Design fan_tach_meter, sky130hd; sources not shown.
run_1/port_trees.png
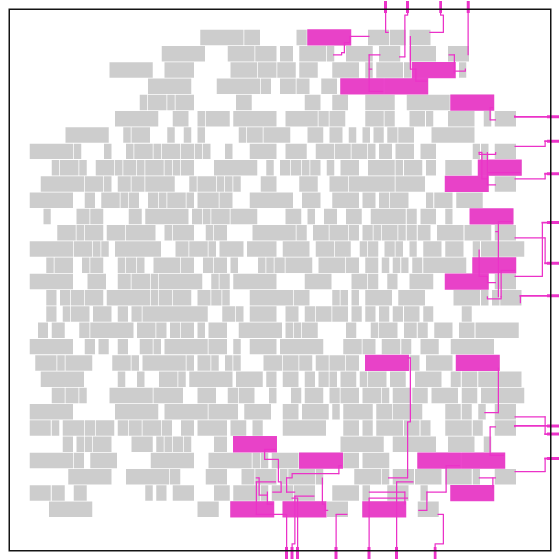
port	colour	bits	direction	edge	end cells	buffers	wire
period_o	magenta	20	output	9 right, 7 bottom, 4 top	20	20	386 µm
I/O Buffers: 26
# IOs: 27

run_1/layers.png
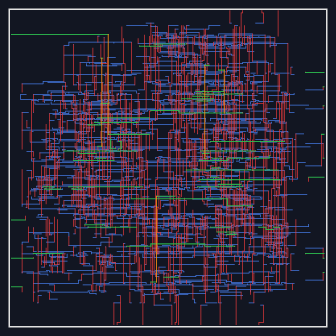
layer	colour	wire length
M1	blue	4370 µm
M3	green	531 µm
M4	orange	117 µm
M2	red	4560 µm
wire per inst: 15.65 µm
drt total wl: 9577 µm

run_1/clock_wires.png
The bar under the picture is 20 µm long.
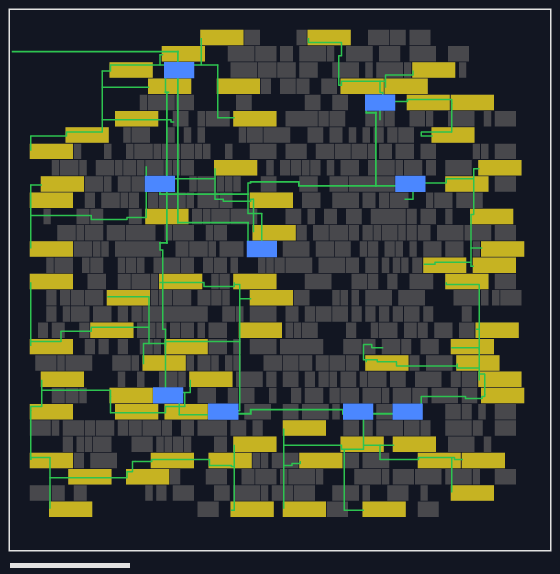
[clock wires] green | length: 880 µm
[flip-flops] yellow | count: 69
[clock-net drivers] blue | count: 9
routed clock nets	10
flops lie	all over the die
share of total power in the clock network: 0.446
clk pwr: 465 µW
Clk Latency, worst-skew pair: 0.36 ns

==> reports/qor.csv, run 1 <==
stage;metric;value;unit
synth;top_cell;dfxtp_1;
cells_and_area;drive_gt1_frac;0.1221;
synth;yosysUniqueCellTypes;63;
sta;finalSetupTns;0;ns
critical_path;cp_slowest_cell;dfxtp_1;
critical_path;cp-start-kind;register;
synth;synth_cells;498;
sta;relSlewSlack;0.5174;
sta;slew_violations;0;
detailed_routing;dr.pass1.iters;5;
clock_tree;clk_pin_slew;0.08;ns
sta;min_period_over_period;0.8162;
synth;edf_count;0;
sta;setup-violations-final;0;
synth;ys_seq_share;0.3241;
clock_tree;clock_sinks;69;
place;dpl.cell_count;596;
synth;yosys_most_used_dff;dfxtp_1;
status;status;complete, no violations;
synth;topCellsByArea;dfxtp_1 (32%), ha_1 (6.8%), a211oi_2 (5.9%);
synth;ys_ff;69;
clock_tree;post_cts_resized;0;
critical_path;cpPeakStageDelay;0.41;ns
critical_path;crit_top_cell;ha_1;
die;die_width;90.28;µm
clock_tree;cts_hold_buf;0;
die;dieArea;8150;µm²
detailed_routing;drcViolationCount;0;
clock_tree;cts_max_level;3;
cells_and_area;syn_to_final_growth;10.51;%
synth;ys_warn_count;0;
clock_tree;cts_buffers;9;
grt;grt_pass1_wl;16410;µm
grt;grt_pass1_vias;3410;
power_and_ir_drop;p_per_area;221.6;nW/µm²
sta;fmax;240.2;MHz
critical_path;crit_arrival;4.34;ns
[run 1: layout by cell type, fill, tap and decap left out, types with 8 or more instances in the layout]
cell,instances
clkbuf_8,9
xnor2_1,19
a21oi_1,41
xor2_1,25
a211oi_2,20
nand3_1,9
o21ai_0,19
nand4_1,9
a21o_1,25
nand2_1,55
dfxtp_1,69
inv_1,8
clkdlybuf4s50_1,26
ha_1,23
nor2_1,58
[run 1: power by group]
part | total, mW | switching [mW] | internal [mW]
clock network | 0.465 | 0.233 | 0.232
logic | 0.0349 | 0.0236 | 0.0112
registers | 0.543 | 0.00246 | 0.541
[run 1: worst max-delay path: cells and delay by family, from the launching register on]
| kind | cells | cell delay, ns |
|---|---|---|
| DFF | 1 | 0.41 |
| buffers and inverters | 1 | 0.06 |
| and+or+nand+nor | 7 | 1.70 |
| AOI/OAI and AO/OA | 3 | 0.59 |
| adders and majority gates | 3 | 0.85 |
| muxes | 1 | 0.38 |
[run 1: layer usage]
metal / vias to the layer above / GRT usage / part of all wire
met4: 0 / 0.08546 / 0.012
met5: - / 0 / 0
met3: 11 / 0.05250 / 0.055
met2: 117 / 0.3951 / 0.48
li1: 1782 / - / -
met1: 1679 / 0.3206 / 0.46
[run 1: cell families (layout without fill, tap and decap cells)]
logic type	Yosys count	count (layout)	synth area share
compound gates	139	139	0.2443
xor+xnor	44	44	0.09043
fa+ha+maj	24	24	0.07223
buf+inv	35	53	0.04492
flops	69	69	0.3241
mux	5	5	0.01233
simple gates	182	182	0.2117
[run 1: stage by stage]
| stage | hold WS, ns | total power, mW | setup WS [ns] | area, µm² | utilization |
|---|---|---|---|---|---|
| after floorplan | 0.3138 | 0.5814 | 1.565 | 4262 | - |
| after global routing | 0.3684 | 1.077 | 0.6602 | 4710 | 0.6894 |
| after global placement | 0.3209 | 0.5884 | 1.178 | 4506 | 0.6595 |
| after detailed placement | 0.3278 | 0.5895 | 1.059 | 4506 | 0.6595 |
| final | 0.3489 | 1.043 | 0.9376 | 4710 | 0.6894 |
| after CTS | 0.3554 | 1.051 | 0.9465 | 4710 | 0.6894 |
[run 1: area by class of cell]
type / instances / area [µm²]
Multi-Input combinational cell: 394 / 2691
Fill cell: 583 / 2122
Sequential cell: 69 / 1381
Timing Repair Buffer: 29 / 282.8
Clock buffer: 9 / 123.9
Tap cell: 96 / 120.1
Clock inverter: 7 / 80.08
Inverter: 8 / 30.03
==> run 1 -> run 2 <==
--- a/config.mk
+++ b/config.mk
@@ -5,10 +5,10 @@
 export SDC_FILE = /design/constraint.sdc
 export NUM_CORES = 1
 export LEC_CHECK = 0
-export ABC_CLOCK_PERIOD_IN_PS = 5100
+export ABC_CLOCK_PERIOD_IN_PS = 3800
 export CAP_MARGIN = 10
 export CORE_MARGIN = 3
-export CORE_UTILIZATION = 60
+export CORE_UTILIZATION = 54
 export CTS_CLUSTER_SIZE = 20
 export DETAILED_ROUTE_END_ITERATION = 7
 export GPL_ROUTABILITY_DRIVEN = 0
==> constraint.sdc (replaced) <==
create_clock -name clk_i -period 3.8 [get_ports clk_i]
set_clock_uncertainty 0.1 [all_clocks]
set_input_delay 0.38 -clock clk_i [delete_from_list [all_inputs] [get_ports clk_i]]
set_output_delay 0.38 -clock clk_i [all_outputs]
set_load 0.05 [all_outputs]
==> run 2 against run 1 <==
  * Synthesized cell count did not move
  * Non-clock buffer count rose by 30
  * Global-route usage fell by 0.23 points
  * Combinational power rose by about 40%
  * Worst setup slack got worse by 0.62 ns
  * Die size rose by 10%
  * Critical path type unchanged
  * Critical endpoint is now period_o[13]
==> reports/qor.csv, run 2 <==
stage;metric;value;unit;change
sta;finalSetupTns;0;ns;unchanged
clock_tree;cts_max_level;3;;unchanged
place;io_buffers;26;;unchanged
grt;grt_pass1_wl;16990;µm;+3.6%
cells_and_area;regArea;1385;µm²;+0.27%
grt;grt_pass1_vias;3577;;+4.9%
synth;top_cell;dfxtp_1;;
critical_path;cpPeakStageDelay;0.39;ns;-0.02 ns
sta;slew_violations;0;;unchanged
sta;min_period_over_period;0.9163;;+0.1001
status;status;complete, no violations;;
synth;ys_seq_share;0.3241;;unchanged
cells_and_area;lay_top_count;dfxtp_1;;
critical_path;cp-start-kind;register;;
critical_path;cp_slowest_cell;dfxtp_1;;
detailed_routing;routed_wl;10660;µm;+11%
synth;ys_ff;69;;unchanged
critical_path;critPathTopFamily;AND-OR/OR-AND gates;;
synth;ys_warn_count;0;;unchanged
detailed_routing;drcViolationCount;0;;unchanged
synth;edf_count;0;;unchanged
-- run 2: netlist changes by cell type in the layout (fill, tap and decap cells not counted), moves of 3 or more --
cell and change:
buf_4 +28, ha_1 -5, ha_2 +4, inv_6 -4
dfxtp_1 -3, dfxtp_2 +3
-- run 2: area by class of cell --
cell class | instances | share of cell area
Timing Repair Buffer | 59 | 0.1008
Clock buffer | 10 | 0.02691
Sequential cell | 69 | 0.2709
Multi-Input combinational cell | 395 | 0.5544
Inverter | 8 | 0.005872
Clock inverter | 6 | 0.01688
Tap cell | 99 | 0.02422
-- run 2: worst register-to-register path, cell delays in order (launching register included) --
cell,delay (ns)
dfxtp_1,0.39
ha_4,0.16
and3_4,0.19
and4b_2,0.30
buf_4,0.15
nor2_1,0.04
a21oi_1,0.25
ha_1,0.39
nand2_1,0.16
nor2_2,0.08
a211o_1,0.33
a31oi_4,0.25
o21ai_4,0.12
nor2_4,0.18
buf_6,0.19
a211oi_2,0.09
-- run 2: where the power goes --
group          total (mW)  switching, mW  internal [mW]
Combinational      0.0488         0.0324         0.0164
Clock               0.679          0.293          0.386
Sequential          0.730        0.00377          0.726
-- run 2: per-layer routing --
metal,global-route usage,up-vias,share of wire
met5,0,-,0
met1,0.3015,1792,0.44
met3,0.03984,23,0.052
met4,0.1190,0,0.027
li1,-,1848,-
met2,0.4005,124,0.48
-- run 2: per-stage QoR --
| step | setup slack (ns) | power (mW) | cells | area (µm²) | hold slack (ns) |
|---|---|---|---|---|---|
| 3_5_place_dp | 0.09041 | 0.7930 | 622 | 4682 | 0.3449 |
| 2_1_floorplan | 0.2646 | 0.7802 | 498 | 4262 | 0.3138 |
| 6_report | 0.3182 | 1.458 | 646 | 5114 | 0.3596 |
| 4_1_cts | 0.2027 | 1.464 | 638 | 4950 | 0.3607 |
| 5_1_grt | 0.1751 | 1.507 | 646 | 5114 | 0.3840 |
| 3_3_place_gp | 0.1596 | 0.7922 | 622 | 4682 | 0.3401 |
-- run 2: cell families (layout without fill, tap and decap cells) --
| family | Yosys count | count (layout) | share of synthesized area |
|---|---|---|---|
| compound gates | 139 | 140 | 0.2443 |
| xor+xnor | 44 | 44 | 0.09043 |
| fa+ha+maj | 24 | 24 | 0.07223 |
| buf+inv | 35 | 83 | 0.04492 |
| flops | 69 | 69 | 0.3241 |
| mux | 5 | 5 | 0.01233 |
| simple gates | 182 | 182 | 0.2117 |
-- run 2: what timing repair did --
action,in CTS,in global routing
resized,10,27
cloned,0,1
hold buffers,0,0
endpoints found under the setup margin,35,40
pin swaps,0,11
buffers inserted,0,7
run_2/clock_wires.png
The bar under the picture is 20 µm long.
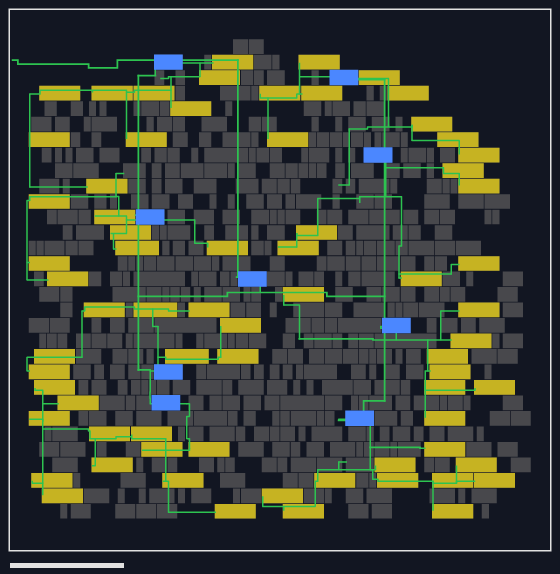
[clock-net drivers] blue | count: 9
[flip-flops] yellow | count: 69
[clock wires] green | length: 931 µm
routed clock nets	10
flops lie	all over the die
clk pwr: 679 µW
share of total power in the clock network: 0.466

run_2/clock_nets.png
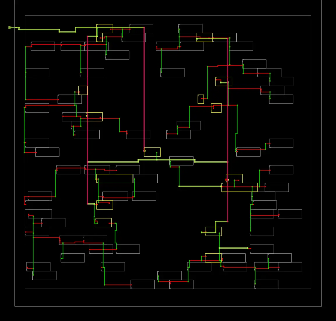
layout sequential cell count: 69
CTS Buf Count: 9
clock sinks: 69

Power is estimated from default activity; no workload was simulated.
